<file path="config.mk">
export PLATFORM = sky130hd
export DESIGN_NAME = mem_access_unit
export DESIGN_NICKNAME = d
export VERILOG_FILES = /design/src/rtl/mem_access_unit_pkg.sv /design/src/rtl/mem_access_unit.sv
export SDC_FILE = /design/constraint.sdc
export NUM_CORES = 1
export LEC_CHECK = 0
export ABC_AREA = 1
export CELL_PAD_IN_SITES_DETAIL_PLACEMENT = 1
export CELL_PAD_IN_SITES_GLOBAL_PLACEMENT = 1
export CORE_ASPECT_RATIO = 1.1
export CORE_MARGIN = 8
export CORE_UTILIZATION = 25
export CTS_CLUSTER_SIZE = 10
export DETAILED_ROUTE_END_ITERATION = 6
export HOLD_SLACK_MARGIN = 0.15
export PLACE_DENSITY_LB_ADDON = 0.1
export SYNTH_ARGS = -nofsm -noshare
export SYNTH_HDL_FRONTEND = slang
export SYNTH_SLANG_ARGS = --single-unit
</file>
<file path="constraint.sdc">
create_clock -name clock -period 1.48 [get_ports clock]
set_clock_uncertainty 0.05 [all_clocks]
set_input_delay 0.296 -clock clock [delete_from_list [all_inputs] [get_ports clock]]
set_output_delay 0.296 -clock clock [all_outputs]
set_load 0.01 [all_outputs]
</file>
<file path="src/rtl/mem_access_unit_pkg.sv">
// Shared memory-bus parameters and the access-unit state encoding.
// The word/address sizes are common with the memory array.
package mem_access_unit_pkg;

   localparam int WORD_SIZE      = 16;
   localparam int MEM_ADDR_SIZE  = 5;
   localparam int MEM_SIZE       = 32;
   localparam int CORE_ADDR_SIZE = 8;

   localparam logic [2:0] ST_IDLE_ENC       = 3'd0;
   localparam logic [2:0] ST_RD_ISSUE_ENC   = 3'd1;
   localparam logic [2:0] ST_RD_CAPTURE_ENC = 3'd2;
   localparam logic [2:0] ST_WR_ISSUE_ENC   = 3'd3;
   localparam logic [2:0] ST_RESP_ENC       = 3'd4;

   typedef enum logic [2:0] {
      IDLE       = ST_IDLE_ENC,
      RD_ISSUE   = ST_RD_ISSUE_ENC,
      RD_CAPTURE = ST_RD_CAPTURE_ENC,
      WR_ISSUE   = ST_WR_ISSUE_ENC,
      RESP       = ST_RESP_ENC
   } state_e;

   function automatic logic addr_in_range(input logic [CORE_ADDR_SIZE-1:0] addr);
      return addr < CORE_ADDR_SIZE'(MEM_SIZE);
   endfunction

endpackage

</file>
<file path="src/rtl/mem_access_unit.sv">
// Core-side initiator for the single-port memory: one load/store at a time,
// absorbing the memory's one-cycle registered read latency.
module mem_access_unit
   import mem_access_unit_pkg::*;
(
   input  logic                      clock,
   input  logic                      reset,
   input  logic                      req_valid,
   output logic                      req_ready,
   input  logic                      req_write,
   input  logic [CORE_ADDR_SIZE-1:0] req_addr,
   input  logic [WORD_SIZE-1:0]      req_wdata,
   output logic                      resp_valid,
   input  logic                      resp_ready,
   output logic [WORD_SIZE-1:0]      resp_data,
   output logic                      resp_error,
   output logic                      mem_read_enable,
   output logic                      mem_write_enable,
   output logic [MEM_ADDR_SIZE-1:0]  mem_address,
   output logic [WORD_SIZE-1:0]      mem_data_in,
   input  logic [WORD_SIZE-1:0]      mem_data_out
);

   // Handshakes: a transfer happens on a rising edge where valid && ready;
   // valid, once raised, holds its payload stable until that edge.

   state_e                     state_q, state_d;
   logic                       resp_valid_q, resp_valid_d;
   logic                       resp_error_q, resp_error_d;
   logic [WORD_SIZE-1:0]       resp_data_q, resp_data_d;
   logic                       mem_read_enable_q, mem_read_enable_d;
   logic                       mem_write_enable_q, mem_write_enable_d;
   logic [MEM_ADDR_SIZE-1:0]   mem_address_q, mem_address_d;
   logic [WORD_SIZE-1:0]       mem_data_in_q, mem_data_in_d;

   always_comb begin
      state_d            = state_q;
      resp_valid_d       = resp_valid_q;
      resp_error_d       = resp_error_q;
      resp_data_d        = resp_data_q;
      mem_read_enable_d  = 1'b0;
      mem_write_enable_d = 1'b0;
      mem_address_d      = mem_address_q;
      mem_data_in_d      = mem_data_in_q;
      unique case (state_q)
         IDLE: begin
            if (req_valid) begin
               // Range check uses the full core address before truncation.
               if (!addr_in_range(req_addr)) begin
                  resp_valid_d = 1'b1;
                  resp_error_d = 1'b1;
                  resp_data_d  = '0;
                  state_d      = RESP;
               end else if (req_write) begin
                  mem_address_d      = req_addr[MEM_ADDR_SIZE-1:0];
                  mem_data_in_d      = req_wdata;
                  mem_write_enable_d = 1'b1;
                  state_d            = WR_ISSUE;
               end else begin
                  mem_address_d     = req_addr[MEM_ADDR_SIZE-1:0];
                  mem_read_enable_d = 1'b1;
                  state_d           = RD_ISSUE;
               end
            end
         end
         RD_ISSUE: state_d = RD_CAPTURE;
         RD_CAPTURE: begin
            resp_data_d  = mem_data_out;
            resp_valid_d = 1'b1;
            resp_error_d = 1'b0;
            state_d      = RESP;
         end
         WR_ISSUE: begin
            resp_data_d  = '0;
            resp_valid_d = 1'b1;
            resp_error_d = 1'b0;
            state_d      = RESP;
         end
         RESP: begin
            if (resp_ready) begin
               resp_valid_d = 1'b0;
               state_d      = IDLE;
            end
         end
         default: state_d = IDLE;
      endcase
   end

   always_ff @(posedge clock) begin
      if (reset) begin
         state_q            <= IDLE;
         resp_valid_q       <= 1'b0;
         resp_error_q       <= 1'b0;
         resp_data_q        <= '0;
         mem_read_enable_q  <= 1'b0;
         mem_write_enable_q <= 1'b0;
         mem_address_q      <= '0;
         mem_data_in_q      <= '0;
      end else begin
         state_q            <= state_d;
         resp_valid_q       <= resp_valid_d;
         resp_error_q       <= resp_error_d;
         resp_data_q        <= resp_data_d;
         mem_read_enable_q  <= mem_read_enable_d;
         mem_write_enable_q <= mem_write_enable_d;
         mem_address_q      <= mem_address_d;
         mem_data_in_q      <= mem_data_in_d;
      end
   end

   assign req_ready        = (state_q == IDLE);
   assign resp_valid       = resp_valid_q;
   assign resp_error       = resp_error_q;
   assign resp_data        = resp_data_q;
   assign mem_read_enable  = mem_read_enable_q;
   assign mem_write_enable = mem_write_enable_q;
   assign mem_address      = mem_address_q;
   assign mem_data_in      = mem_data_in_q;

endmodule

</file>
==> impl_metrics.ini <==
; implementation run metrics
[cells_and_area]
nClkBuffers = 5

[clock_tree]
tritoncts = yes
clockRootBuffer = clkbuf_8
clock_latency_ns = 0.30
cts_hold_buffers = 0
clockBufferDepth = 2

[setup_path]
worst_path_most_repeated_cell = nand2_1
critPathRequiredTime_ns = 1.66
crit_fanout = 9
critPathMaxStageDelay_ns = 0.37
critPathCaptureType = flip-flop

[die]
taps = 80
rows = 30
ioPinCount = 87

[power]
power_density_nw_per_um2 = 893.5
power.net_switching_uw = 592.6
p_leak_nw = 1.225

[hold_path]
min_delay_worst_endpoint = resp_error
min_path_cells = 2
worstHoldStart = resp_error

[global_routing]
grt_use_met1 = 0.1318
antenna_found_initial = 0
grt.busiest_layer = met2
use_met3 = 0.04769

[place]
io_buffers = 86
gp_congestion = 0.6814

[detailed_routing]
drc = 0
ant_nets = 0
viasPerCell = 4.395
drt_iter0_markers = 46

[yosys]
ys.flops = 44
avgSynthCellArea_um2 = 7.759
muxShareOfSynthArea = 0

[status]
status = completed

[run]
warning_count = 26

[final_timing]
slew_headroom = 0.8251
max_freq_mhz = 737.6
==> synthesized netlist by cell type, drive strengths merged <==
master | count | share of area
inv | 12 | 0.028
clkbuf | 4 | 0.0093
nor3 | 4 | 0.019
nand2 | 74 | 0.18
a21oi | 36 | 0.11
nand3 | 6 | 0.022
nor2 | 19 | 0.052
buf | 4 | 0.020
o21ai | 6 | 0.019
dfxtp | 44 | 0.54
==> flip-flops by register name, summed over array words and instances, names as in the netlist <==
register,cells
resp_valid,1
resp_data,16
state_q,3
mem_address,5
mem_data_in,16
resp_error,1
mem_write_enable,1
mem_read_enable,1
==> layout by cell type (no fill, tap or decap), types with 5 or more instances in the layout <==
master,netlist,final
dfxtp_1,44,43
dlygate4sd2_1,0,41
buf_4,0,9
a21oi_1,36,36
nand2_1,72,71
nor2_1,16,16
clkbuf_8,0,5
clkdlybuf4s50_1,0,43
inv_1,11,9
o21ai_0,6,5
==> per-stage QoR <==
stage | cells | total power [mW] | area, um2 | setup TNS [ns] | setup WS [ns]
global route | 390 | 2.603 | 2771 | 0 | 0.01092
floorplan | 209 | 1.357 | 1622 | 0 | 0.1670
global placement | 380 | 1.573 | 2683 | -6.874 | -0.2172
finish | 390 | 2.476 | 2771 | 0 | 0.1242
CTS | 388 | 2.513 | 2745 | 0 | 0.003949
detailed placement | 380 | 1.574 | 2683 | -8.326 | -0.2651
==> power by group through the flow <==
| stage | clock network (mW) | logic [mW] | registers, mW |
|---|---|---|---|
| after floorplan | 0 | 0.103 | 1.25 |
| after global placement | 0 | 0.327 | 1.25 |
| after detailed placement | 0 | 0.329 | 1.25 |
| after CTS | 0.979 | 0.316 | 1.22 |
| after global routing | 1.03 | 0.357 | 1.22 |
| final | 0.939 | 0.321 | 1.22 |
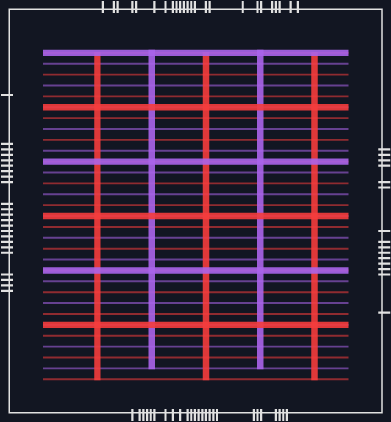
Fig. 1. Supply network.
Scale: 4 px per um. Pins as bars on the die edge.
net	colour
VSS	red
VDD	purple
rows	30
met4 straps	5
signal pins	87
met1 rails	31
met5 straps	6
Worst VDD drop: 0.4149 mV
core area: 6231 um2
Die X: 92.79 um
die height: 100.5 um

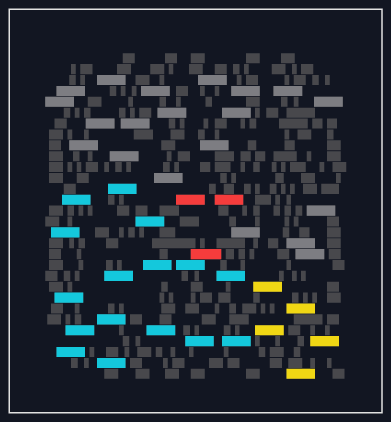
Fig. 2. Sequential cells grouped by signal name.
Scale: 4 px per um.
name in the netlist	colour	flops
resp_data	cyan	16
state_q	red	3
mem_address	yellow	5
not coloured	20
sequential power: 1.22 mW
Reg area: 882.1 um2

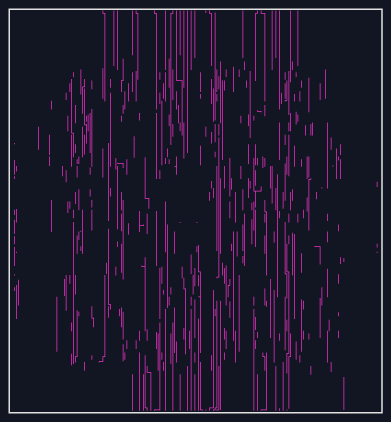
Fig. 3. M2 wires.
Scale: 4 px per um.
share of all routed wire	49%
nets with wire on the layer	295
main direction	vertical
longest straight run	35.5 um
wire length on this layer	2,740 um
drt total wl: 5555 um
M2 GR Usage: 0.1963
detailed-route via count: 1,714

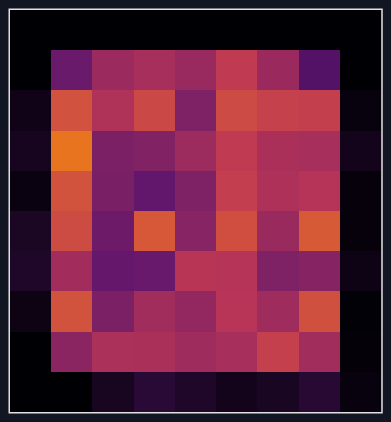
Fig. 4. Cell area per tile.
Scale: 4 px per um. The die is cut into 9 by 10 equal tiles; black is low, pale yellow is high, 0 to 100% covered.
nearly empty tiles	20%
mean over tiles	29%
densest ninth of the die	middle
fullest tile	68%
final core occ: 0.4448
fp_density: 0.2602

No activity file was given, so power comes from the tool's default toggle rates.
